### src/rtl/uart_tx_queue_if.sv
// uart_tx_queue_if: bundles the producer write port, queue status and the
// launch handshake towards uart_top.
//   master : producer/UART side (drives wr_en, wr_data, uart_tx_busy)
//   slave  : the queue (drives status, drop_cnt, uart_trig, uart_tx_data)
interface uart_tx_queue_if #(
  parameter int unsigned DEPTH_LOG2 = 4
);
  logic                  wr_en;
  logic [7:0]            wr_data;
  logic                  full;
  logic                  empty;
  logic [DEPTH_LOG2:0]   level;
  logic [7:0]            drop_cnt;
  logic                  uart_trig;
  logic [7:0]            uart_tx_data;
  logic                  uart_tx_busy;

  modport master (
    output wr_en, wr_data, uart_tx_busy,
    input  full, empty, level, drop_cnt, uart_trig, uart_tx_data
  );

  modport slave (
    input  wr_en, wr_data, uart_tx_busy,
    output full, empty, level, drop_cnt, uart_trig, uart_tx_data
  );
endinterface

### src/rtl/uart_tx_queue.sv
// uart_tx_queue: circular byte queue that launches bytes one at a time into
// the UART transmitter and tracks its busy flag, so bursty producers never
// lose bytes to a busy transmitter.
//
// Ports:
//   clk            system clock
//   rstn           synchronous active-low reset
//   bus (slave)    wr_en/wr_data  : enqueue one byte per asserted cycle
//                  full/empty/level : registered occupancy status
//                  drop_cnt       : rejected-write counter (saturating)
//                  uart_trig      : one-cycle launch pulse
//                  uart_tx_data   : launched byte, held until next launch
//                  uart_tx_busy   : transmitter busy from uart_top
//
// Build option: define UART_TXQ_DROP_CNT_EN to build the rejected-write
// counter; otherwise drop_cnt reads 8'h00 and drops are silent.
module uart_tx_queue #(
  parameter int unsigned DEPTH_LOG2 = 4,
  parameter int unsigned BUSY_WAIT  = 4
) (
  input  logic          clk,
  input  logic          rstn,
  uart_tx_queue_if.slave bus
);

  localparam int unsigned DEPTH = 1 << DEPTH_LOG2;
  localparam int unsigned LVL_W = DEPTH_LOG2 + 1;
  localparam int unsigned CNT_W = 4;
  localparam logic [LVL_W-1:0] LVL_FULL  = LVL_W'(DEPTH);
  localparam logic [CNT_W-1:0] WAIT_LAST = CNT_W'(BUSY_WAIT - 1);

  typedef enum logic [1:0] {
    ST_IDLE,
    ST_LAUNCH,
    ST_WAIT_BUSY,
    ST_WAIT_DONE
  } state_t;

  state_t                 state_q, state_d;
  logic [DEPTH_LOG2-1:0]  wp_q, wp_d;
  logic [DEPTH_LOG2-1:0]  rp_q, rp_d;
  logic [LVL_W-1:0]       level_q, level_d;
  logic [CNT_W-1:0]       cnt_q, cnt_d;
  logic                   trig_q, trig_d;
  logic [7:0]             data_q, data_d;
  logic                   full_q, full_d;
  logic                   empty_q, empty_d;
  logic                   pop;
  logic                   wr_ok;

  // Storage; intentionally not reset.
  logic [7:0]             mem_q [DEPTH];

  // Next-state, pointer and status computation.
  always_comb begin
    state_d = state_q;
    wp_d    = wp_q;
    rp_d    = rp_q;
    level_d = level_q;
    cnt_d   = cnt_q;
    data_d  = data_q;

    // Pop decision uses the pre-edge level, so a byte written this cycle
    // can never be the one popped.
    pop   = (state_q == ST_IDLE) && (level_q != '0) && !bus.uart_tx_busy;
    // A pop frees a slot in the same cycle, so a full queue still accepts.
    wr_ok = bus.wr_en && ((level_q != LVL_FULL) || pop);

    case (state_q)
      ST_IDLE: begin
        if (pop) state_d = ST_LAUNCH;
      end
      ST_LAUNCH: begin
        cnt_d   = '0;
        state_d = ST_WAIT_BUSY;
      end
      ST_WAIT_BUSY: begin
        if (bus.uart_tx_busy) begin
          state_d = ST_WAIT_DONE;
        end else if (cnt_q == WAIT_LAST) begin
          // Transmitter never acknowledged; treat the byte as sent.
          state_d = ST_IDLE;
        end else begin
          cnt_d = cnt_q + 1'b1;
        end
      end
      ST_WAIT_DONE: begin
        if (!bus.uart_tx_busy) state_d = ST_IDLE;
      end
      default: state_d = ST_IDLE;
    endcase

    if (pop) begin
      data_d = mem_q[rp_q];
      rp_d   = rp_q + 1'b1;
    end

    if (wr_ok) wp_d = wp_q + 1'b1;

    case ({wr_ok, pop})
      2'b10:   level_d = level_q + 1'b1;
      2'b01:   level_d = level_q - 1'b1;
      default: level_d = level_q;
    endcase

    // Registered outputs track the next state / next level exactly.
    trig_d  = (state_d == ST_LAUNCH);
    full_d  = (level_d == LVL_FULL);
    empty_d = (level_d == '0);
  end

`ifdef UART_TXQ_DROP_CNT_EN
  logic [7:0] drop_q, drop_d;

  // Saturating count of rejected writes.
  always_comb begin
    drop_d = drop_q;
    if (bus.wr_en && !wr_ok && (drop_q != 8'hFF)) drop_d = drop_q + 8'd1;
  end
`endif

  // State register for the FSM, pointers, level and registered outputs.
  always_ff @(posedge clk) begin
    if (!rstn) begin
      state_q <= ST_IDLE;
      wp_q    <= '0;
      rp_q    <= '0;
      level_q <= '0;
      cnt_q   <= '0;
      trig_q  <= 1'b0;
      data_q  <= 8'h00;
      full_q  <= 1'b0;
      empty_q <= 1'b1;
`ifdef UART_TXQ_DROP_CNT_EN
      drop_q  <= 8'h00;
`endif
    end else begin
      state_q <= state_d;
      wp_q    <= wp_d;
      rp_q    <= rp_d;
      level_q <= level_d;
      cnt_q   <= cnt_d;
      trig_q  <= trig_d;
      data_q  <= data_d;
      full_q  <= full_d;
      empty_q <= empty_d;
`ifdef UART_TXQ_DROP_CNT_EN
      drop_q  <= drop_d;
`endif
    end
  end

  // Byte storage write port.
  always_ff @(posedge clk) begin
    if (rstn && wr_ok) mem_q[wp_q] <= bus.wr_data;
  end

  assign bus.full         = full_q;
  assign bus.empty        = empty_q;
  assign bus.level        = level_q;
  assign bus.uart_trig    = trig_q;
  assign bus.uart_tx_data = data_q;
`ifdef UART_TXQ_DROP_CNT_EN
  assign bus.drop_cnt     = drop_q;
`else
  assign bus.drop_cnt     = 8'h00;
`endif

endmodule

### src/flat_wrapper.sv
// flat-port wrapper written by rule: the top's interface ports become plain ports
module uart_tx_queue_flat 
#(
  parameter int unsigned DEPTH_LOG2 = 4,
  parameter int unsigned BUSY_WAIT  = 4
)
  (clk, rstn, bus_wr_en, bus_wr_data, bus_uart_tx_busy, bus_full, bus_empty, bus_level, bus_drop_cnt, bus_uart_trig, bus_uart_tx_data);
  uart_tx_queue_if #(.DEPTH_LOG2(DEPTH_LOG2)) bus_i ();
  input  logic clk;
  input  logic rstn;
  input wire logic [$bits(bus_i.wr_en)-1:0] bus_wr_en;
  input wire logic [$bits(bus_i.wr_data)-1:0] bus_wr_data;
  input wire logic [$bits(bus_i.uart_tx_busy)-1:0] bus_uart_tx_busy;
  output wire logic [$bits(bus_i.full)-1:0] bus_full;
  output wire logic [$bits(bus_i.empty)-1:0] bus_empty;
  output wire logic [$bits(bus_i.level)-1:0] bus_level;
  output wire logic [$bits(bus_i.drop_cnt)-1:0] bus_drop_cnt;
  output wire logic [$bits(bus_i.uart_trig)-1:0] bus_uart_trig;
  output wire logic [$bits(bus_i.uart_tx_data)-1:0] bus_uart_tx_data;
  assign bus_i.wr_en = bus_wr_en;
  assign bus_i.wr_data = bus_wr_data;
  assign bus_i.uart_tx_busy = bus_uart_tx_busy;
  assign bus_full = bus_i.full;
  assign bus_empty = bus_i.empty;
  assign bus_level = bus_i.level;
  assign bus_drop_cnt = bus_i.drop_cnt;
  assign bus_uart_trig = bus_i.uart_trig;
  assign bus_uart_tx_data = bus_i.uart_tx_data;
  uart_tx_queue #(.DEPTH_LOG2(DEPTH_LOG2), .BUSY_WAIT(BUSY_WAIT)) u_core (.clk(clk), .rstn(rstn), .bus(bus_i));
endmodule
### config.mk
export PLATFORM = sky130hd
export DESIGN_NAME = uart_tx_queue_flat
export DESIGN_NICKNAME = d
export VERILOG_FILES = /design/src/rtl/uart_tx_queue_if.sv /design/src/rtl/uart_tx_queue.sv /design/src/flat_wrapper.sv
export SDC_FILE = /design/constraint.sdc
export NUM_CORES = 1
export LEC_CHECK = 0
export CORE_UTILIZATION = 30
export DETAILED_ROUTE_END_ITERATION = 8
export DONT_BUFFER_PORTS = 1
export GPL_TIMING_DRIVEN = 0
export PLACE_DENSITY = 0.53
export SYNTH_ARGS = -nofsm -noshare
export SYNTH_HDL_FRONTEND = slang
export SYNTH_SLANG_ARGS = --single-unit
### constraint.sdc
create_clock -name clk -period 3.6 [get_ports clk]
set_input_delay 0.72 -clock clk [delete_from_list [all_inputs] [get_ports clk]]
set_output_delay 0.72 -clock clk [all_outputs]
set_load 0.01 [all_outputs]
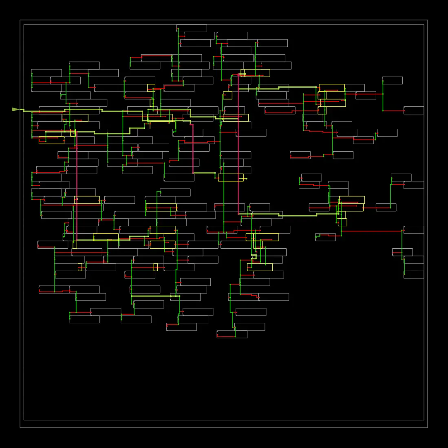
run_1/clocks.png
tally of clock buffers in the finished layout: 19
total CTS buffers: 17
worst setup skew after layout: 8.81 ps
CTS sink cnt: 158
latest clock arrival within the worst-skew pair: 420 ps

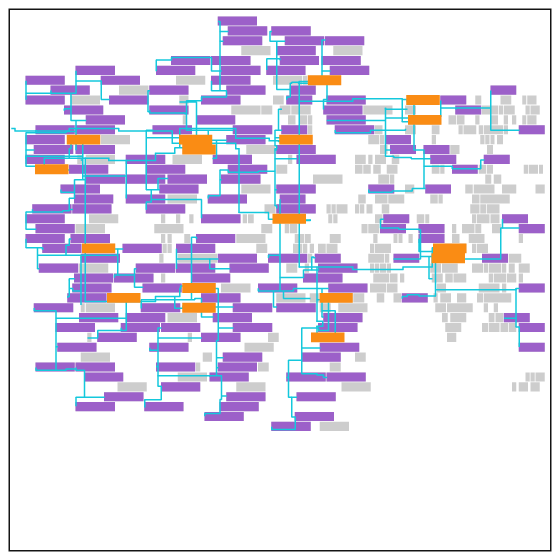
run_1/clk_routes.png
orange -> clock drivers  # count 17
cyan -> clock wires  # length 1880 um
purple -> flip-flops  # count 158
routed clock nets = 18
Clock group: 1680 uW
clock group share of total power: 35.1%

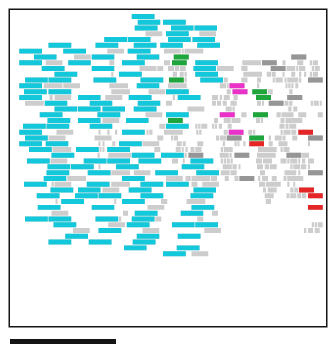
run_1/flops_by_reg.png
Scale bar: 50 um. Other sequential cells in the stronger gray, the rest of the logic in the fainter gray.
magenta -> u_core.rp_q  # flops 4
cyan -> u_core.mem_q  # flops 128
red -> u_core.bus.level  # flops 5, where east
green -> u_core.bus.uart_tx_data  # flops 8
not colored = 13

==> job_summary.md, run 1 <==
## Synthesis and layout report

| Metric | Value |
|---|---|
| Status | `complete, no violations` |
| Starting density of the core | `between 30% and 40%` |
| Met2 track demand over resource | `about a fifth` |
| Worst vdd ir | `0.360 mV` |
| Worst Hold Slack | `approximately 390 ps` |
| Data required time of the critical path | `between 3000 and 4000 ps` |
| Hold worst-path end | `u_core.mem_q[10][3]` |
| Log Warnings | `29` |
| Violation count after the first detailed-route iteration | `approximately 180` |
| Maximum number of pins on one net before global-route repair | `17` |
| Synthesized area per cell | `around 17 sq um` |
| Post-route clock period utilization | `a little over nine tenths` |
| Number of synthesized flops with an enable pin | `128` |
| Height of the die | `roughly 150 um` |
| Area of the die | `0.0221 sq mm` |
| Setup repair after global routing missed its margin | `false` |
| List of cells traversed by the critical path | `nor4_4, a21oi_4, buf_4, and2_1, fa_1, a21o_1, a21o_1, or3_1, a311o_1, and4b_1` |
| Class of the tightest hold or removal check | `in -> reg` |
| Total leakage power | `between 0.002 and 0.0025 uW` |
| Post-synth top flop | `sky130_fd_sc_hd__edfxtp_1` |
| Total cell area at the placement stage | `0.00681 sq mm` |
| Most frequent logic cell in the layout | `sky130_fd_sc_hd__edfxtp_1` |
| Share of synthesized area occupied by flip-flops and latches | `just under 70%` |
| Netlist cell types | `around 46` |
| Number of detailed-route iterations in the first pass | `4` |
| Average via count per standard cell | `about 4.8` |
| Global routing usage on met1 | `a little under a fifth` |
| Total power | `4790 uW` |
| FF-to-FF path depth | `10` |
| Worst-margin pin slew | `about 860 ps` |
| Fin nets | `approximately 430` |
| Yosys warning total | `0` |
| Post-synth area hogs | `sky130_fd_sc_hd__edfxtp_1, sky130_fd_sc_hd__mux4_2, sky130_fd_sc_hd__dfxtp_1` |
| Wire length of the first global-routing pass | `around 21000 um` |
| Hold path startpoint | `bus_wr_data[3]` |
| Register-to-Register Setup Slack | `~180 ps` |
| Count of filler cells inserted in the layout | `about 2000` |
| # Max-Cap Violations | `0` |
| Final weighted congestion in routability-driven placement | `0.789` |
## run 1: critical path, delay by kind of cell, from the launching register on
kind	cells	cell delay, ps
AND/OR/NAND/NOR	4	1260
AND-OR/OR-AND	4	990
flip-flops	1	430
adder cells (fa/ha/maj)	1	410
buffers and inverters	1	210
## run 1: timing repair
item,in CTS,in global routing
hold endpoints to repair,0,0
pin swaps,0,1
setup endpoints to repair,3,3
gates resized,1,1
gates cloned,0,0
buffers inserted,0,1
## run 1: synthesized netlist by cell type, drive strengths merged, types with 8 or more instances
| cell type | n |
|---|---|
| edfxtp | 128 |
| mux4 | 32 |
| dfxtp | 30 |
| nor2 | 25 |
| nand2 | 22 |
| buf | 18 |
| and2 | 13 |
| ha | 9 |
| a221oi | 8 |
| a22o | 8 |
| o22ai | 8 |
| xnor2 | 8 |
## run 1: registers in the layout, summed over array words and instances (netlist names)
signal,cells
u_core.mem_q,128
u_core.bus.level,5
u_core.wp_q,4
u_core.cnt_q,4
u_core.bus.uart_tx_data,8
u_core.bus.full,1
u_core.bus.uart_trig,1
u_core.bus.empty,1
u_core.rp_q,4
u_core.state_q,2
## run 1: cell families after synthesis
logic type,share of synthesized area (%)
simple gates,6.64
compound gates,5.52
other cells,0.0582
mux,12.3
fa+ha+maj,2.06
flops,69.0
buf+inv,2.64
xor+xnor,1.77
## run 1: how the worst max path moves through the flow
stage,start,to,slack [ps],depth (start not counted)
global placement,bus_uart_tx_busy,u_core.bus.level[4],-180,11
finish,u_core.bus.level[1],u_core.bus.full,180,10
detailed placement,bus_uart_tx_busy,u_core.bus.full,-220,11
global route,u_core.bus.level[1],u_core.bus.empty,10,10
CTS,u_core.state_q[1],u_core.bus.full,80,11
floorplan,bus_uart_tx_busy,u_core.bus.level[4],100,11
## run 1: area by class of cell
class                   count  share of cell area [%]
plain buffers              25                    1.95
repair buffers              1                   0.102
multi-input cells         199                    25.3
well taps                 275                    4.66
flip-flops and latches    158                    60.2
clock inverters            13                    1.54
clock buffers              19                    5.86
inverters                   7                   0.356
## run 1: per-stage QoR
stage	cells	util (%)
finish	697	35.1
floorplan	389	-
global placement	664	32.4
CTS	696	35.0
global route	697	35.1
detailed placement	664	32.4
## run 1: power by group
part	switching, uW	internal, uW
Combinational	462	424
Sequential	148	2070
Clock	726	951
## run 1: metal layers
metal	part of all wire, %	vias to the layer above
met3	6.5	10
li1	-	1528
met4	0.80	0
met2	48	91
met1	45	1738
met5	0	-
## Run 2: what changed since run 1
--- a/config.mk
+++ b/config.mk
@@ -5,6 +5,7 @@
 export SDC_FILE = /design/constraint.sdc
 export NUM_CORES = 1
 export LEC_CHECK = 0
+export CORE_ASPECT_RATIO = 1.4
 export CORE_UTILIZATION = 30
 export DETAILED_ROUTE_END_ITERATION = 8
 export DONT_BUFFER_PORTS = 1
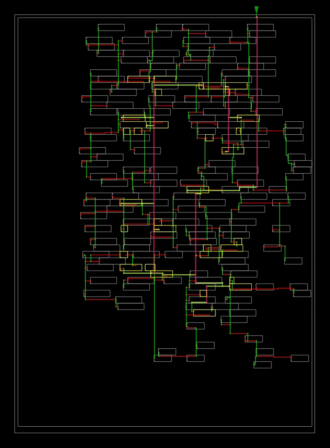
run_2/clocks.png
flop count: 158
Clock group: 1640 uW
worst setup skew after layout: 8.17 ps

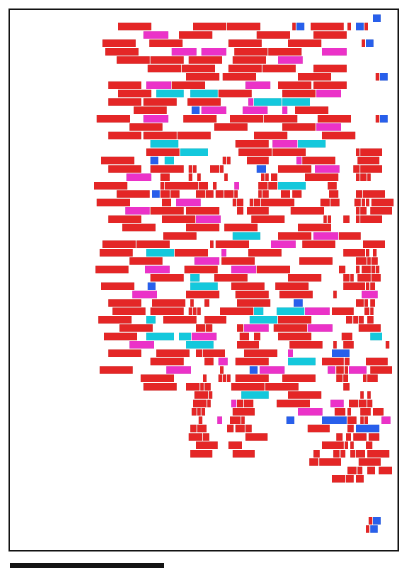
run_2/sizes.png
Scale bar: 50 um.
red -> _0 and _1 cells  # cells 333, share 79%, most used edfxtp_1
cyan -> _6 and larger  # cells 23, share 5.5%, most used clkbuf_16
blue -> _3 and _4 cells  # cells 19, share 4.5%, most used buf_4
magenta -> _2 cells  # cells 46, share 11%, most used mux4_2

==> job_summary.md, run 2 <==
## Synthesis and layout report

| Metric | Value |
|---|---|
| Status | `complete, no violations` |
| Most instantiated cells after synthesis | `sky130_fd_sc_hd__edfxtp_1, sky130_fd_sc_hd__mux4_2, sky130_fd_sc_hd__dfxtp_1, sky130_fd_sc_hd__nor2_1, sky130_fd_sc_hd__nand2_1` |
| Log Warnings | `29` |
| Register with the most flip-flops | `u_core.mem_q` |
| Final Core Density | `34.8%` |
| Synthesized area per cell | `16.9 sq um` |
| Worst-margin pin slew | `around 840 ps` |
| List of cells traversed by the critical path | `nor4_4, a21oi_4, buf_4, and2_1, fa_1, a21o_1, a21o_1, or3_1, a311o_1, and2_2` |
| Share of synthesized area occupied by flip-flops and latches | `69.0%` |
| Latest clock arrival within the worst-skew pair | `between 400 and 500 ps` |
| Post-synth area hogs | `sky130_fd_sc_hd__edfxtp_1, sky130_fd_sc_hd__mux4_2, sky130_fd_sc_hd__dfxtp_1` |
| Flip-flop count of the largest register after layout | `approximately 130` |
| Netlist cell types | `~46` |
| Post-route clock period utilization | `between 90% and 100%` |
| Area of the die | `between 0.02 and 0.025 sq mm` |
| Total leakage power | `~0.0024 uW` |
| Starting density of the core | `30.5%` |
| Number of detailed-route iterations in the first pass | `4` |
| Average via count per standard cell | `approximately 5` |
| Hold path startpoint | `bus_wr_data[5]` |
| Final weighted congestion in routability-driven placement | `between 0.7 and 0.8` |
| Worst vdd ir | `~0.3 mV` |
| Class of the tightest hold or removal check | `in -> reg` |
| Total cell area at the placement stage | `around 0.0068 sq mm` |
| Fin nets | `about 430` |
| Number of synthesized flops with an enable pin | `between 100 and 150` |
| Maximum number of pins on one net before global-route repair | `17` |
| Yosys warning total | `0` |
| Buffers plus inverters on the worst setup path | `1` |
[run 2: final cells by class]
type | count | area (sq um)
Clock buffer | 17 | 425
Clock inverter | 15 | 114
Tap cell | 260 | 325
Multi-Input combinational cell | 199 | 1870
Inverter | 7 | 26.3
Sequential cell | 158 | 4440
Fill cell | 2013 | 13800
Buffer | 25 | 144
[run 2: stage by stage]
stage / std cells / setup WS (ps) / TNS, ps / total power (uW) / hold WS (ps)
floorplan: 389 / 95.7 / 0 / 2890 / 480
global placement: 649 / -248 / -734 / 3090 / 502
detailed placement: 649 / -317 / -939 / 3110 / 514
CTS: 681 / 7.13 / 0 / 4760 / 374
global route: 681 / -13.0 / -25.0 / 4920 / 373
finish: 681 / 132 / 0 / 4730 / 388
[run 2: path summary, 6_finish.rpt]
path	to	slack [ps]	cells past startpoint
setup / recovery	u_core.bus.level[4]	130	10
hold / removal	u_core.mem_q[10][5]	390	0
setup reg to reg	u_core.bus.level[4]	130	10
hold reg to reg	u_core.bus.uart_tx_data[4]	520	2
[run 2: logic make-up after synthesis]
family | share of synthesized area (%)
adder cells (fa/ha/maj) | 2.06
buffers and inverters | 2.64
other | 0.0582
XOR/XNOR | 1.77
AND/OR/NAND/NOR | 6.64
multiplexers | 12.3
AND-OR/OR-AND | 5.52
flip-flops | 69.0
[run 2: repair_timing]
action                                  CTS  global route
gates resized                             1             1
pin swaps                                 0             1
setup buffers                             0             0
endpoints found under the setup margin    3             3
endpoints found under the hold margin     0             0
[run 2: where the power goes]
group	internal [uW]	leakage (uW)	switching [uW]
logic	410	0.000731	466
clock network	890	0.000258	754
registers	2070	0.00140	137
total	3370	0.00239	1360
[run 2: routing by layer]
layer	part of all wire (%)	global-route usage [%]	vias to the layer above
li1	-	-	1532
met1	40	14.6	1697
met2	54	23.5	79
met3	4.1	3.02	22
met4	2.2	5.57	0
met5	0	0	-
## Run 3: what changed since run 2
--- a/config.mk
+++ b/config.mk
@@ -10,6 +10,7 @@
 export DETAILED_ROUTE_END_ITERATION = 8
 export DONT_BUFFER_PORTS = 1
 export GPL_TIMING_DRIVEN = 0
+export MAX_ROUTING_LAYER = met4
 export PLACE_DENSITY = 0.53
 export SYNTH_ARGS = -nofsm -noshare
 export SYNTH_HDL_FRONTEND = slang
==> constraint.sdc (replaced) <==
create_clock -name clk -period 3.6 [get_ports clk]
set_input_delay 0.72 -clock clk [delete_from_list [all_inputs] [get_ports clk]]
set_output_delay 0.72 -clock clk [all_outputs]
set_load 0.02 [all_outputs]
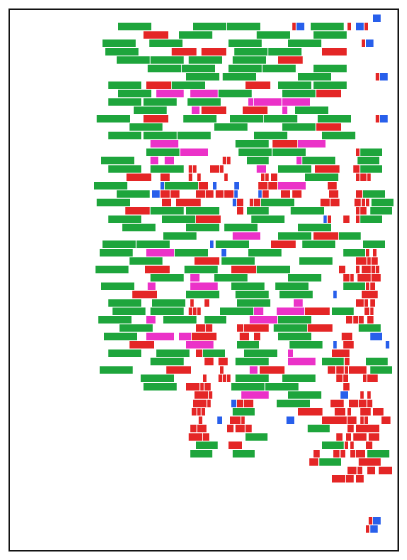
run_3/placement_by_type.png
red -> combinational and other logic  # cells 206
magenta -> clock drivers and dummy loads  # cells 32
green -> flops  # cells 158
blue -> other buffers and delay cells  # cells 26
Final Core Density: 34.8%
flop share of the area: 60.4%
core region area: 0.0211 sq mm
number of standard-cell rows in the floorplan: 63

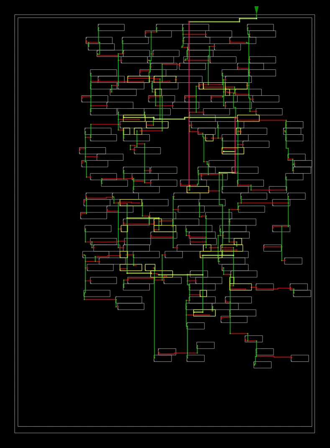
run_3/clocks.png
worst setup skew after layout: 9.51 ps
tally of clock buffers in the finished layout: 17

==> job_summary.md, run 3 <==
## Synthesis and layout report

| Metric | Value |
|---|---|
| Status | `complete, no violations` |
| List of cells traversed by the critical path | `or3_1, buf_6, a21oi_4, buf_4, and2_1, ha_1, a21o_1, a21o_1, or3_1, a311o_1, and2_2` |
| Final weighted congestion in routability-driven placement | `0.763` |
| Final instance count without filler cells | `roughly 700` |
| Worst-margin pin slew | `between 800 and 900 ps` |
| Setup repair after global routing missed its margin | `false` |
| Log Warnings | `29` |
| Placed Cells incl. Taps | `between 600 and 700` |
| Fin nets | `approximately 430` |
| Yosys warning total | `0` |
| Wire length of the first global-routing pass | `between 20000 and 25000 um` |
| Total leakage power | `around 0.0024 uW` |
| Maximum number of pins on one net before global-route repair | `17` |
| Height of the die | `175 um` |
| Post-synth area hogs | `sky130_fd_sc_hd__edfxtp_1, sky130_fd_sc_hd__mux4_2, sky130_fd_sc_hd__dfxtp_1` |
| Most common cell in the synthesized netlist | `sky130_fd_sc_hd__edfxtp_1` |
| Flip-flop count of the largest register after layout | `between 100 and 150` |
| Synthesized area per cell | `about 17 sq um` |
| Area of the die | `0.0221 sq mm` |
| Worst vdd ir | `0.295 mV` |
| Latest clock arrival within the worst-skew pair | `420 ps` |
| Register with the most flip-flops | `u_core.mem_q` |
| Class of the tightest hold or removal check | `in -> reg` |
run 3: cell counts after synthesis:
No cell type changed its count.
run 3: power by group:
group | internal, uW | total (uW) | leakage [uW] | switching, uW
sequential | 2070 | 2260 | 0.00140 | 184
combinational | 424 | 897 | 0.000735 | 472
clock | 890 | 1640 | 0.000258 | 749
run 3: worst min path at each step:
stage | startpoint | endpoint | slack (ps)
floorplan | u_core.cnt_q[3] | u_core.cnt_q[3] | 480
global placement | u_core.cnt_q[3] | u_core.cnt_q[3] | 500
detailed placement | u_core.cnt_q[3] | u_core.cnt_q[3] | 520
CTS | bus_wr_data[0] | u_core.mem_q[4][0] | 370
global route | bus_wr_data[6] | u_core.mem_q[11][6] | 370
finish | bus_wr_data[7] | u_core.mem_q[14][7] | 390
run 3: timing repair:
| item | in CTS | in global routing |
|---|---|---|
| setup buffers | 0 | 1 |
| resized | 1 | 1 |
| pin swaps | 0 | 1 |
| setup endpoints to repair | 3 | 3 |
| hold endpoints to repair | 0 | 0 |
run 3: cell type report:
class	count	area [sq um]	share of cell area, %
Inverter	7	26.3	0.357
Buffer	25	144	1.96
Sequential cell	158	4440	60.4
Antenna cell	1	2.50	0.0340
Tap cell	260	325	4.42
Multi-Input combinational cell	199	1870	25.4
Clock buffer	17	425	5.78
Clock inverter	15	114	1.55
Timing Repair Buffer	1	7.51	0.102
run 3: worst max-delay path, delay by kind of cell (launching register included):
kind                       cells  cell delay (ps)
buffers and inverters          2              410
and+or+nand+nor                4             1190
adders and majority gates      1              300
DFF                            1              340
AOI/OAI and AO/OA              4             1120
run 3: logic make-up after synthesis:
group           count (synthesis)  share of synthesized area (%)
other cells                     1                         0.0582
flops                         158                           69.0
xor+xnor                       13                           1.77
fa+ha+maj                      10                           2.06
mux                            38                           12.3
buf+inv                        32                           2.64
compound gates                 45                           5.52
simple gates                   85                           6.64
run 3: layer usage:
| metal | GRT usage [%] | up-vias |
|---|---|---|
| met5 | - | - |
| met4 | 4.97 | 0 |
| met3 | 3.38 | 9 |
| met2 | 23.5 | 81 |
| met1 | 14.5 | 1704 |
| li1 | - | 1535 |
run 3: per-stage QoR:
stage / area (sq um) / hold slack (ps) / TNS (ps) / worst slack, ps / power, uW
2_1_floorplan: 6470 / 480 / 0 / 95.8 / 2940
3_3_place_gp: 6790 / 502 / -734 / -248 / 3150
3_5_place_dp: 6790 / 523 / -939 / -317 / 3160
4_1_cts: 7340 / 374 / 0 / 5.74 / 4820
5_1_grt: 7360 / 372 / 0 / 5.04 / 4990
6_report: 7360 / 395 / 0 / 140 / 4790
Power is estimated from default activity; no workload was simulated.
